## src/rtl/rr_grant_sched.sv

```systemverilog
// Registered round-robin arbiter for three requesters with a hold-time limit.
// Optional illegal-state recovery is enabled by defining RR_GRANT_SCHED_STATE_RECOVERY_EN.
module rr_grant_sched #(
   parameter int MAX_HOLD = 8,
   parameter int CNT_W    = 4
) (
   input  logic clk,
   input  logic rst_n,
   input  logic r1,
   input  logic r2,
   input  logic r3,
   output logic g1,
   output logic g2,
   output logic g3,
   output logic busy,
   output logic err
);

   typedef enum logic [1:0] {
      IDLE = 2'd0,
      GNT1 = 2'd1,
      GNT2 = 2'd2,
      GNT3 = 2'd3
   } state_t;

   localparam logic [CNT_W-1:0] HOLD_LAST = CNT_W'(MAX_HOLD - 1);

   state_t           state_r;
   state_t           state_nx_s;
   logic [1:0]       last_r;
   logic [1:0]       last_nx_s;
   logic [CNT_W-1:0] hold_cnt_r;
   logic [CNT_W-1:0] hold_nx_s;
   logic [3:0]       req_s;
   logic [1:0]       cur_s;
   logic [1:0]       win_s;
   logic             grant_en_s;
   logic [2:0]       grant_nx_s;

   // Rotation search: first active request after 'last', wrapping 3 -> 1; 0 means none.
   function automatic logic [1:0] pick(input logic [1:0] last, input logic [3:0] req);
      logic [1:0] n;
      logic [1:0] found;
      found = 2'd0;
      n     = last;
      for (int i = 0; i < 3; i++) begin
         n = (n == 2'd3) ? 2'd1 : n + 2'd1;
         if ((found == 2'd0) && req[n]) begin
            found = n;
         end else begin
            found = found;
         end
      end
      return found;
   endfunction

   function automatic logic [2:0] decode(input logic [1:0] st);
      logic [2:0] g;
      case (st)
         2'd1:    g = 3'b001;
         2'd2:    g = 3'b010;
         2'd3:    g = 3'b100;
         default: g = 3'b000;
      endcase
      return g;
   endfunction

   function automatic logic onehot0(input logic [2:0] v);
      return ((v & (v - 3'd1)) == 3'b000);
   endfunction

   assign req_s = {r3, r2, r1, 1'b0};

`ifdef RR_GRANT_SCHED_STATE_RECOVERY_EN
   logic illegal_s;
   logic err_nx_s;

   // Registered grants must always agree with the decode of the registered state.
   assign illegal_s = ({g3, g2, g1} != decode(state_r)) || !onehot0({g3, g2, g1});
`endif

   // Next-state, last-winner and hold-counter decode.
   always_comb begin
      state_nx_s = state_r;
      last_nx_s  = last_r;
      hold_nx_s  = hold_cnt_r;
      grant_en_s = 1'b1;
      cur_s      = state_r;
      win_s      = 2'd0;
`ifdef RR_GRANT_SCHED_STATE_RECOVERY_EN
      err_nx_s   = 1'b0;
`endif
      case (state_r)
         IDLE: begin
            win_s = pick(last_r, req_s);
            if (win_s != 2'd0) begin
               state_nx_s = state_t'(win_s);
               last_nx_s  = win_s;
               hold_nx_s  = '0;
            end else begin
               state_nx_s = IDLE;
            end
         end
         GNT1, GNT2, GNT3: begin
            cur_s = state_r;
            win_s = pick(cur_s, req_s);
            if (!req_s[cur_s]) begin
               // Release takes precedence over timeout; late arrivals are eligible.
               if (win_s != 2'd0) begin
                  state_nx_s = state_t'(win_s);
                  last_nx_s  = win_s;
                  hold_nx_s  = '0;
               end else begin
                  state_nx_s = IDLE;
               end
            end else if (hold_cnt_r < HOLD_LAST) begin
               hold_nx_s = hold_cnt_r + CNT_W'(1);
            end else if (win_s != cur_s) begin
               state_nx_s = state_t'(win_s);
               last_nx_s  = win_s;
               hold_nx_s  = '0;
            end else begin
               hold_nx_s = '0;
            end
         end
         default: begin
            state_nx_s = state_r;
            grant_en_s = 1'b0;
         end
      endcase
`ifdef RR_GRANT_SCHED_STATE_RECOVERY_EN
      if (illegal_s) begin
         state_nx_s = IDLE;
         last_nx_s  = last_r;
         hold_nx_s  = '0;
         grant_en_s = 1'b1;
         err_nx_s   = 1'b1;
      end else begin
         err_nx_s   = 1'b0;
      end
`endif
   end

   assign grant_nx_s = grant_en_s ? decode(state_nx_s) : 3'b000;

   // State, arbitration history and registered grant outputs.
   always_ff @(posedge clk) begin
      if (!rst_n) begin
         state_r    <= IDLE;
         last_r     <= 2'd3;
         hold_cnt_r <= '0;
         g1         <= 1'b0;
         g2         <= 1'b0;
         g3         <= 1'b0;
         busy       <= 1'b0;
      end else begin
         state_r    <= state_nx_s;
         last_r     <= last_nx_s;
         hold_cnt_r <= hold_nx_s;
         g1         <= grant_nx_s[0];
         g2         <= grant_nx_s[1];
         g3         <= grant_nx_s[2];
         busy       <= |grant_nx_s;
      end
   end

`ifdef RR_GRANT_SCHED_STATE_RECOVERY_EN
   // One-cycle error pulse following an illegal-state recovery.
   always_ff @(posedge clk) begin
      if (!rst_n) begin
         err <= 1'b0;
      end else begin
         err <= err_nx_s;
      end
   end
`else
   assign err = 1'b0;
`endif

endmodule
```

## config.mk

```make
export PLATFORM = sky130hd
export DESIGN_NAME = rr_grant_sched
export DESIGN_NICKNAME = d
export VERILOG_FILES = /design/src/rtl/rr_grant_sched.sv
export SDC_FILE = /design/constraint.sdc
export NUM_CORES = 1
export LEC_CHECK = 0
export ABC_AREA = 1
export CAP_MARGIN = 20
export CORE_MARGIN = 1
export CORE_UTILIZATION = 55
export DETAILED_ROUTE_END_ITERATION = 7
export PLACE_DENSITY_LB_ADDON = 0.2
export RECOVER_POWER = 50
export SLEW_MARGIN = 40
export SYNTH_ARGS = -nofsm -noshare
export SYNTH_HDL_FRONTEND = slang
export SYNTH_SLANG_ARGS = --single-unit
```

## constraint.sdc

```tcl
create_clock -name clk -period 2.3 [get_ports clk]
set_input_delay 0.46 -clock clk [delete_from_list [all_inputs] [get_ports clk]]
set_output_delay 0.46 -clock clk [all_outputs]
set_load 0.03 [all_outputs]
```

Fig. 1: run 1, met1 routing
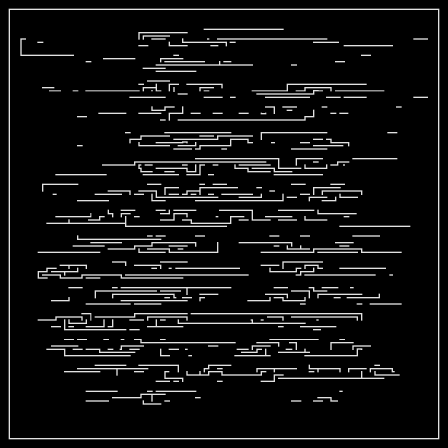
The wires run mostly horizontal. 175 nets have wire on it. The layer holds 48% of the routed length. The layer carries 1000 um of wire. The longest straight run is 17.9 um.

Fig. 2: run 1, metal 2
The bar under the picture is 10 um long.
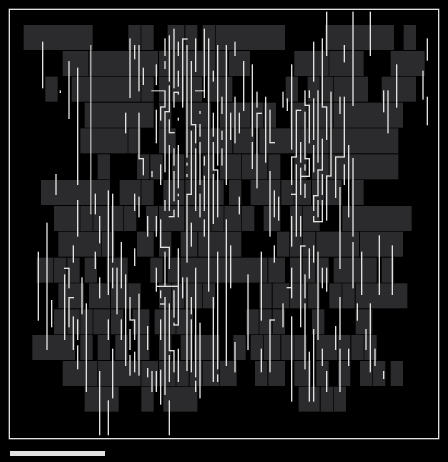
149 nets have wire on it. The layer holds 47% of the routed length.

Fig. 3: run 1, M3 wires
The bar under the picture is 10 um long.
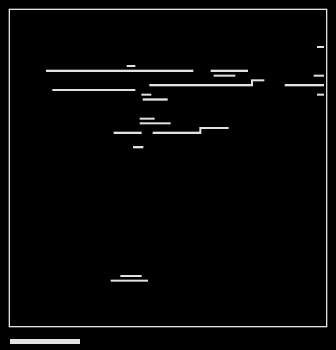
The wires run mostly horizontal. 17 nets have wire on it. The layer carries 99.8 um of wire.

==> run notes, run 1 <==
impl run done, here's what came out: outcome complete, no violations, GR peak layer met2, peak supply drop 795.1 uV, CTS tree built, Peak Freq 477.6 MHz, endpoint of the worst hold path last_r[0]$_SDFFE_PN1P_, metal3 WL 99 um, Hold Crit Depth 2, setup slack, reg-to-reg 210 ps, synth warn 0, first-pass GRT wire length 3491 um, number of global-route vias before repair 861, cycle use final 0.9103, Final Util 0.6841, WS Path Type register to register, Hold Violations, Final 0, Top delay family on crit path simple AND/OR/NAND/NOR gates, CP Data Required Time 2450 ps, Clock Sinks 12, Bufs and invs on worst path 4, area delta synth->final 15.83%, Non-Filler Instances 205, total power 1.943 mW, Setup crit end kind register, clk buf depth 2, Post-DRT Antenna Nets 0, distinct lib cells 22, worst-skew pair later-pin latency 270 ps, CTS Buf Count 3, max-slew violations 0, ao+oa area frac 0.1080, largest net degree at the start of global routing 11, die y size 45.06 um, number of port buffers 8, M2 GR Usage 0.3652, Die ar. 0.002030 mm^2, GRT met3 Usage 0.09600, worst r2r dst last_r[0]$_SDFFE_PN1P_, share of layout cells above drive strength 1 0.1278, Post-Syn Area 0.001020 mm^2, placed cells 201, post-synth top area cell dfxtp_1, initial drt markers 35, I/O pins 10, Post-route DRC 0, Largest Register hold_cnt_r, Worst R2R Path Depth 15, Slowest-stage cell, CP dfxtp_1, WL final 2089 um, Critical Path Stages 15, number of hold buffers added after cts 0, post-synthesis mux area share 0, Commonest Layout Cell nand2_1, RSZ-0062 raised after global routing no, die width 45.06 um, # setup viols final 0, Via-to-Cell Ratio 5.098, count leader, synth nand2_1, Synth async-reset ratio 0, GRT Total Usage 0.2340, first-pass iteration count of the detailed router 5, CTS resizes 0, via count 1045, DP HPWL 1629 um, GR Util met1 0.3000, H-tree Lvls 1, max incr delay on CP 380 ps, Post-Synth Simple-Gate Area 0.4184, Worst Setup Start Kind register, MaxCap Viol Count 0
[run 1: metrics by stage]
stage	setup slack, ps	hold WS, ps	cell area [um^2]
2_1_floorplan	322.0	477.7	1020
3_3_place_gp	29.92	501.1	1130
3_5_place_dp	-35.20	506.1	1130
4_1_cts	144.8	517.6	1166
5_1_grt	1.532	548.5	1181
6_report	206.2	519.0	1181
[run 1: power by group]
group          switching (mW)  total [mW]  internal (mW)
sequential             0.0485       0.334          0.285
clock                  0.0650       0.161         0.0962
combinational           0.912        1.45          0.536
[run 1: layout make-up]
| cell class | instances | area [um^2] |
|---|---|---|
| multi-input combinational | 129 | 680.7 |
| tap | 25 | 31.28 |
| sequential | 12 | 240.2 |
| inverter | 24 | 90.09 |
| clock buffer | 4 | 36.28 |
| timing repair buffer | 11 | 102.6 |
| fill | 154 | 545.5 |
==> run 1 -> run 2 <==
--- a/config.mk
+++ b/config.mk
@@ -8,7 +8,8 @@
 export ABC_AREA = 1
 export CAP_MARGIN = 20
 export CORE_MARGIN = 1
-export CORE_UTILIZATION = 55
+export CORE_UTILIZATION = 58
+export CTS_BUF_LIST = sky130_fd_sc_hd__clkbuf_4 sky130_fd_sc_hd__clkbuf_8
 export DETAILED_ROUTE_END_ITERATION = 7
 export PLACE_DENSITY_LB_ADDON = 0.2
 export RECOVER_POWER = 50
Fig. 4: run 2, met1 routing
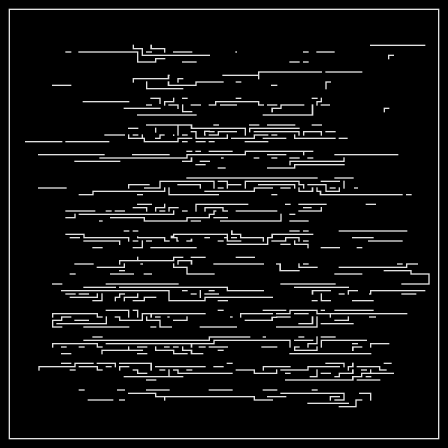
The layer holds 47% of the routed length. The longest straight run is 13.3 um. The layer carries 952 um of wire.

Fig. 5: run 2, M3 wires
The bar under the picture is 10 um long.
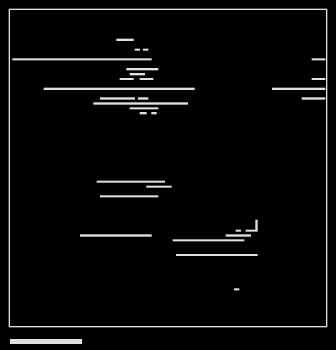
23 nets have wire on it. The wires run mostly horizontal.

==> run 2 against run 1 <==
  * Hold slack improved by 2.1 ps
  * Combinational power is essentially flat
  * Register-to-register slack got worse by 30 ps
  * Clock skew grew 1.7 ps
  * Synthesized cell count stayed put
  * Critical path depth down 1
  * Global-route usage rose by 0.59 points
  * Clock power is essentially flat
  * Die size decreased by 5.0%
  * Power about the same
  * Critical path type unchanged
  * Largest cell class unchanged
  * Largest power group unchanged
==> run notes, run 2 <==
impl run done, here's what came out: via count 1062, endpoint of the worst hold path last_r[1]$_SDFFE_PN1P_, placed cells 193, Clock Sinks 12, outcome complete, no violations, max-slew violations 0, Top delay family on crit path simple AND/OR/NAND/NOR gates, Hold Slack 521.1 ps, die y size 43.93 um, synth warn 0, Synth async-reset ratio 0, Well Taps 16, initial antenna violation count 0, worst slack, placed -27.64 ps, Setup crit end kind register, Non-Filler Instances 197, nonclk inv count 24, Non-CTS buffers 12, Final Util 0.7437, HP Start last_r[1]$_SDFFE_PN1P_, XOR Share, Synth 0, Peak Freq 470.4 MHz, max reg flops 4, registers 12, Largest Register hold_cnt_r, Hold Crit Depth 2, DP HPWL 1621 um, first-pass GRT wire length 3574 um, WS Path Type register to register, worst r2r dst hold_cnt_r[3]$_SDFFE_PN0P_, Hold Violations, Final 0, post-synthesis mux area share 0, GRT met3 Usage 0.06667, Worst R2R Path Depth 14, M2 GR Usage 0.4060, final instance area 0.001172 mm^2, Reg area 240.2 um^2, cycle use final 0.9244, Via-to-Cell Ratio 5.391, Placer Congestion 0.9305, largest net degree at the start of global routing 11, # setup viols final 0, initial drt markers 56, worst-skew pair later-pin latency 270 ps, H-tree Lvls 1, largest class multi-input combinational cells, I/O pins 10, number of global-route vias before repair 955, clk buf depth 2, post-synth top area cell dfxtp_1, distinct lib cells 22, Post-Syn Area 0.001020 mm^2, FILL cells 143, count leader, synth nand2_1, GR peak layer met2, Gate power share 0.746, Post-route DRC 0, CTS resizes 0, WL final 2039 um, area delta synth->final 14.97%, CTS tree built, clock buffer count 4, total power 1.942 mW, Seq power 0.331 mW, flop share of the area 0.2049, clk tree area frac 0.03095, MaxCap Viol Count 0, Post-DRT Antenna Nets 0, Die ar. 0.001930 mm^2, GRT Total Usage 0.2399, switching pwr 1.027 mW, slack of the critical path 174.0 ps, Slowest-stage cell, CP dfxtp_1, Post-Synth Simple-Gate Area 0.4184, share of layout cells above drive strength 1 0.1271, Clk. pwr 0.161 mW, RSZ-0062 raised after global routing no, Worst Setup Start Kind register, comb. cell area 675.6 um^2, clock share of power 0.083, setup slack, reg-to-reg 170 ps, first-pass iteration count of the detailed router 4, max incr delay on CP 390 ps, Pwr top combinational logic, multi-input gates 129, NonClk Buf Share 0.09392, number of port buffers 8, Sw Share 0.5290, CP Data Required Time 2460 ps, area of placed instances 0.001126 mm^2, Comb power 1.45 mW, Seq pwr share 0.171, Commonest Layout Cell nand2_1, peak supply drop 824.8 uV, multi-input combinational area share 0.5763, Syn Inst Count 168
-- run 2: worst max path at each step --
stage | slack (ps) | depth (start not counted) | endpoint | start
finish | 170 | 14 | hold_cnt_r[3]$_SDFFE_PN0P_ | last_r[0]$_SDFFE_PN1P_
CTS | 150 | 15 | hold_cnt_r[3]$_SDFFE_PN0P_ | cur_s[1]$_SDFF_PN0_
global route | 9 | 16 | hold_cnt_r[1]$_SDFFE_PN0P_ | last_r[0]$_SDFFE_PN1P_
floorplan | 320 | 15 | hold_cnt_r[3]$_SDFFE_PN0P_ | cur_s[0]$_SDFF_PN0_
detailed placement | -30 | 13 | hold_cnt_r[3]$_SDFFE_PN0P_ | r3
global placement | 40 | 13 | hold_cnt_r[3]$_SDFFE_PN0P_ | r3
Power is estimated from default activity; no workload was simulated.
